==> config.mk <==
export PLATFORM = sky130hd
export DESIGN_NAME = instr_sequencer
export DESIGN_NICKNAME = d
export VERILOG_FILES = /design/src/rtl/instr_sequencer_pkg.sv /design/src/rtl/instr_sequencer_branch_eval.sv /design/src/rtl/instr_sequencer.sv
export SDC_FILE = /design/constraint.sdc
export NUM_CORES = 1
export LEC_CHECK = 0
export ABC_CLOCK_PERIOD_IN_PS = 3400
export CAP_MARGIN = 20
export CELL_PAD_IN_SITES_DETAIL_PLACEMENT = 2
export CELL_PAD_IN_SITES_GLOBAL_PLACEMENT = 2
export CORE_MARGIN = 2
export CORE_UTILIZATION = 27
export DETAILED_ROUTE_END_ITERATION = 8
export GPL_TIMING_DRIVEN = 1
export MAX_ROUTING_LAYER = met4
export PLACE_DENSITY = 0.87
export SLEW_MARGIN = 10
export SYNTH_ARGS = -nofsm -noshare
export SYNTH_HDL_FRONTEND = slang
export SYNTH_SLANG_ARGS = --single-unit
==> constraint.sdc <==
create_clock -name clk -period 3.4 [get_ports clk]
set_clock_uncertainty 0.15 [all_clocks]
set_input_delay 0.68 -clock clk [delete_from_list [all_inputs] [get_ports clk]]
set_output_delay 0.68 -clock clk [all_outputs]
set_load 0.05 [all_outputs]
Fig. 1: run 1, the clock network
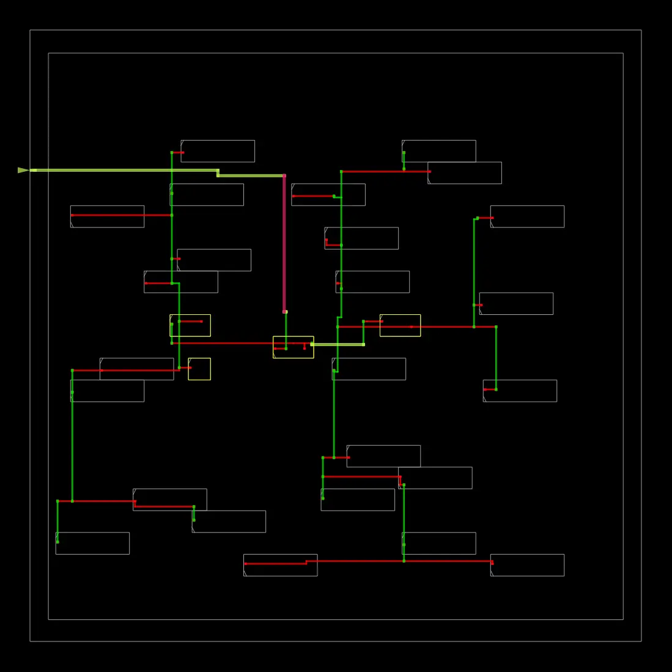
worst skew pair latency: 0.27 ns
number of clock-tree buffers in the layout: 3
sinks on the clock net: 25
num sequential: 25

Fig. 2: run 1, sequential cells grouped by signal name
The bar under the picture is 20 um long. Other sequential cells in the stronger gray, the rest of the logic in the fainter gray.
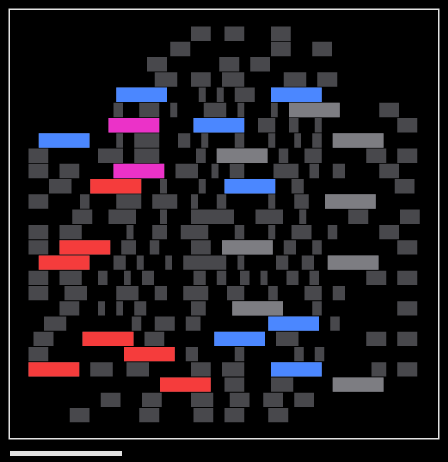
- red: `opcode_o` (sequential cells 7)
- blue: `lit_o` (sequential cells 8)
- magenta: `state` (sequential cells 2)
- not colored: 8
area occupied by registers: 626 um2
share of cell area taken by flip-flops and latches: 30.7%
end-of-flow core utilization: 40.2%

Fig. 3: run 1, wiring by layer
Two of the layers only.
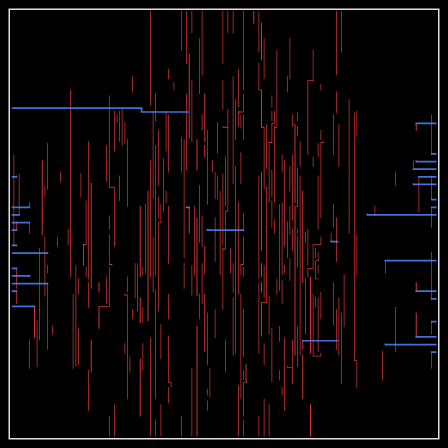
- red: met2 (wire length 2210 um)
- blue: met3 (wire length 135 um)
wire length after detailed routing: 4170 um
wire length per cell after detailed routing: 16.3 um

Fig. 4: run 1, placement density heat map
The bar under the picture is 20 um long. The die is cut into 8 by 8 equal tiles; dark purple is low, yellow is high, 0 to 100% covered.
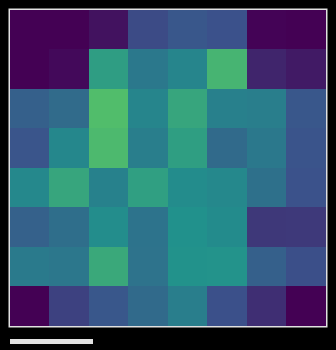
- densest ninth of the die: center
- fullest tile: 70%
- nearly empty tiles: 11%
- mean over tiles: 34%
- emptiest ninth of the die: north-west
share of the core filled by cells before placement: 27.8%
core region area: 0.00507 mm2

==> qor.yml, run 1 <==
clock.fmax_mhz: 337
die_height_um: 76.3
detailed_place.area_mm2: 0.00199
synth_cell_types: 34
synth_sequential_area_ratio_pct: 44.3
area_growth_pct: 44.4
holdPathStages: 1
hold-worst-slack_ns: 0.396
postRouteAntennaNets: 0
syn-num-nets: 166
clk_path_buf_depth: 2
cp-end-kind: "output port"
cts.clk_slew.worst_paths_ns: 0.10
slowest_delay_ns: 0.88
signal_buffers: 57
comb.multi_input.count: 93
final_area_mm2: 0.00204
worstPathCellList: "inv_1 -> ha_1 -> clkdlybuf4s50_1"
highest-signal-layer: "met4"
grt.busiest_layer: "met2"
via_count: 1239
top_cells_by_count: "dfrtp_1, mux2_2, nand2_1, o21ai_0, buf_4"
mux_area_share_pct: 12.0
synthesis.instances: 137
kind_of_start_point_of_the_critical_path: "flip-flop"
final-max-slew-violation-count: 0
dp_cells: 252
signal_buffer_area_fraction_pct: 27.7
place_worst_setup_slack_ns: 0.670
top_logic_kind: "AND-OR/OR-AND gates"
holdBufCountCts: 0
drc_errors: 0
worst-path-max-fanout: 9
flop_cell: "dfrtp_1"
synth-warning-count: 0
gp_routability_congestion: 0.725
slew_headroom_pct: 56.9
timing.reg2reg.worst_path_depth: 7
synth_area_leader_cell: "dfrtp_1"
mostFrequentLayoutCells: "clkdlybuf4s50_1, dfrtp_1, o21ai_0, nand2_1, mux2_2"
post_cts_resized: 0
finalCriticalPeriod_ns: 2.97
drv_cap: 0
synth.cellmix.compoundShare_pct: 16.8
crit_family: "buffers and inverters"
groute.layer.met1.usage_pct: 17.7
outcome: "finished, final reports clean"
post-route-worst-setup-slack_ns: 0.432
critPathRequiredTime_ns: 2.57
antenna_cells_inserted: 0
design.die.area_mm2: 0.00583
layout.cells.largest_class: "multi-input combinational cells"
worstPathArrival_ns: 2.14
worst_reg_to_reg_setup_slack_ns: 1.17
clk_root_buffer_cell: "clkbuf_8"
cts_buf_count: 3
layout.nets: 216
tapCellCount: 70
layout.area.comb_um2: 686
grt_first_pass_wirelength_um: 7000
htreeDepth: 1
num-fill-cells: 579
global_route.usage.met2_pct: 26.9
first_global_vias: 1379
synth_flops: 25
layout.clock.cell_area_share_pct: 2.39
ys_cells: 137
port_buffers: 55
drt_first_pass_iters: 4
grt.met3_usage_pct: 3.32
global_route.usage.total_pct: 15.1
final_common_cell: "clkdlybuf4s50_1"
io-pin-count: 58
cts_tree: "yes"
finalHoldViolCount: 0
==> run 2, diff against run 1 <==
--- a/config.mk
+++ b/config.mk
@@ -14,7 +14,7 @@
 export DETAILED_ROUTE_END_ITERATION = 8
 export GPL_TIMING_DRIVEN = 1
 export MAX_ROUTING_LAYER = met4
-export PLACE_DENSITY = 0.87
+export PLACE_DENSITY_LB_ADDON = 0.2
 export SLEW_MARGIN = 10
 export SYNTH_ARGS = -nofsm -noshare
 export SYNTH_HDL_FRONTEND = slang
Fig. 5: run 2, the clock network
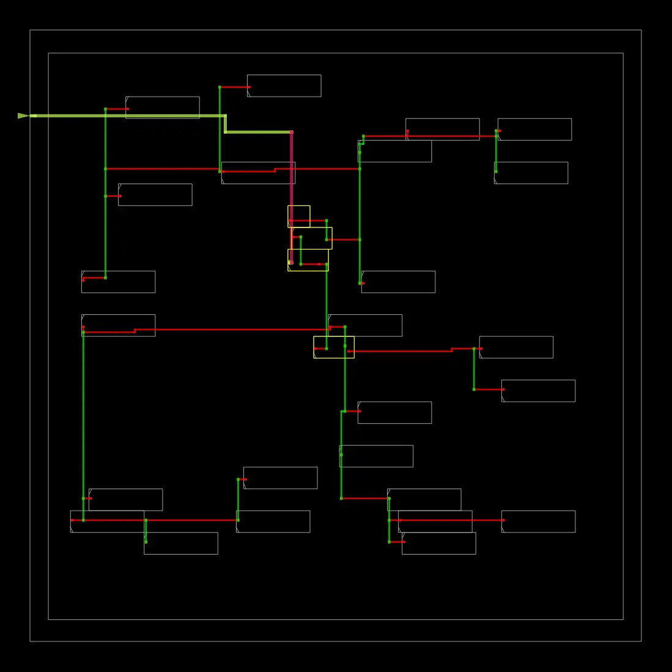
CTS Buf Count: 3

Fig. 6: run 2, wiring by layer
Two of the layers only.
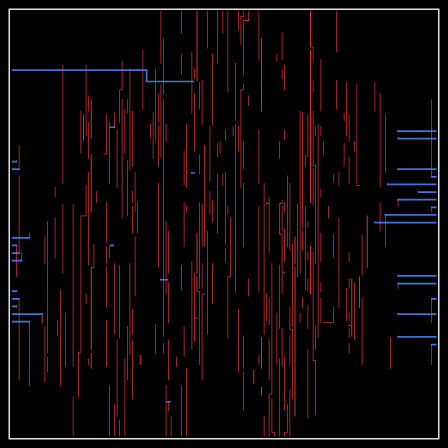
vias: 1236
GRT Total Usage: 15.9%
wire length per cell after detailed routing: 16.1 um
wire length after detailed routing: 4130 um

==> qor.yml, run 2 <==
outcome: "finished, final reports clean"
port_buffers: 55  # unchanged
mux_area_share_pct: 12.0  # unchanged
num-fill-cells: 574  # -0.86%
grt.busiest_layer: "met2"
holdBufCountCts: 0  # unchanged
hold-worst-slack_ns: 0.400  # +0.00327 ns
seq_share_pct: 30.7  # unchanged
global_route.usage.met2_pct: 28.8  # +1.9 points
cts.clk_slew.worst_paths_ns: 0.09  # about the same
dp_cells: 252  # unchanged
drv_cap: 0  # unchanged
placeableCoreArea_mm2: 0.00507  # unchanged
io-pin-count: 58  # unchanged
detailed_place.area_mm2: 0.00199  # unchanged
clock.fmax_mhz: 334  # -0.77%
sequential_cell_area_um2: 626  # unchanged
layout.area.comb_um2: 686  # unchanged
holdPathStages: 2  # +1
clk_path_buf_depth: 2  # unchanged
worst_skew_pair_latency_ns: 0.27  # about the same
timing.reg2reg.worst_path_depth: 7  # unchanged
top_cells_by_count: "dfrtp_1, mux2_2, nand2_1, o21ai_0, buf_4"
post_cts_resized: 0  # unchanged
clock_buffers: 3  # unchanged
kind_of_start_point_of_the_critical_path: "flip-flop"
antenna_cells_inserted: 0  # unchanged
synth_cell_types: 34  # unchanged
area_growth_pct: 44.4  # unchanged
htreeDepth: 1  # unchanged
drt_first_pass_iters: 4  # unchanged
worst_reg_to_reg_setup_slack_ns: 1.22  # +0.05 ns
layout.nets: 216  # unchanged
synth.cellmix.compoundShare_pct: 16.8  # unchanged
tapCellCount: 70  # unchanged
flop_cell: "dfrtp_1"
grt.met3_usage_pct: 2.25  # -1.1 points
cts_sinks: 25  # unchanged
Fig. 7: run 2, wire density map
The die is cut into 15 by 15 equal tiles; dark purple is low, yellow is high, scaled to the fullest tile. Values are wire area over tile area, all layers added.
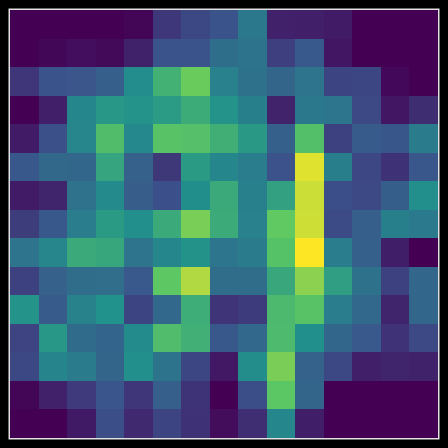
- tiles over half the peak: 20%
- nearly empty tiles: 12%
- mean over tiles: 0.11
- densest ninth of the die: center
- fullest tile: 0.34

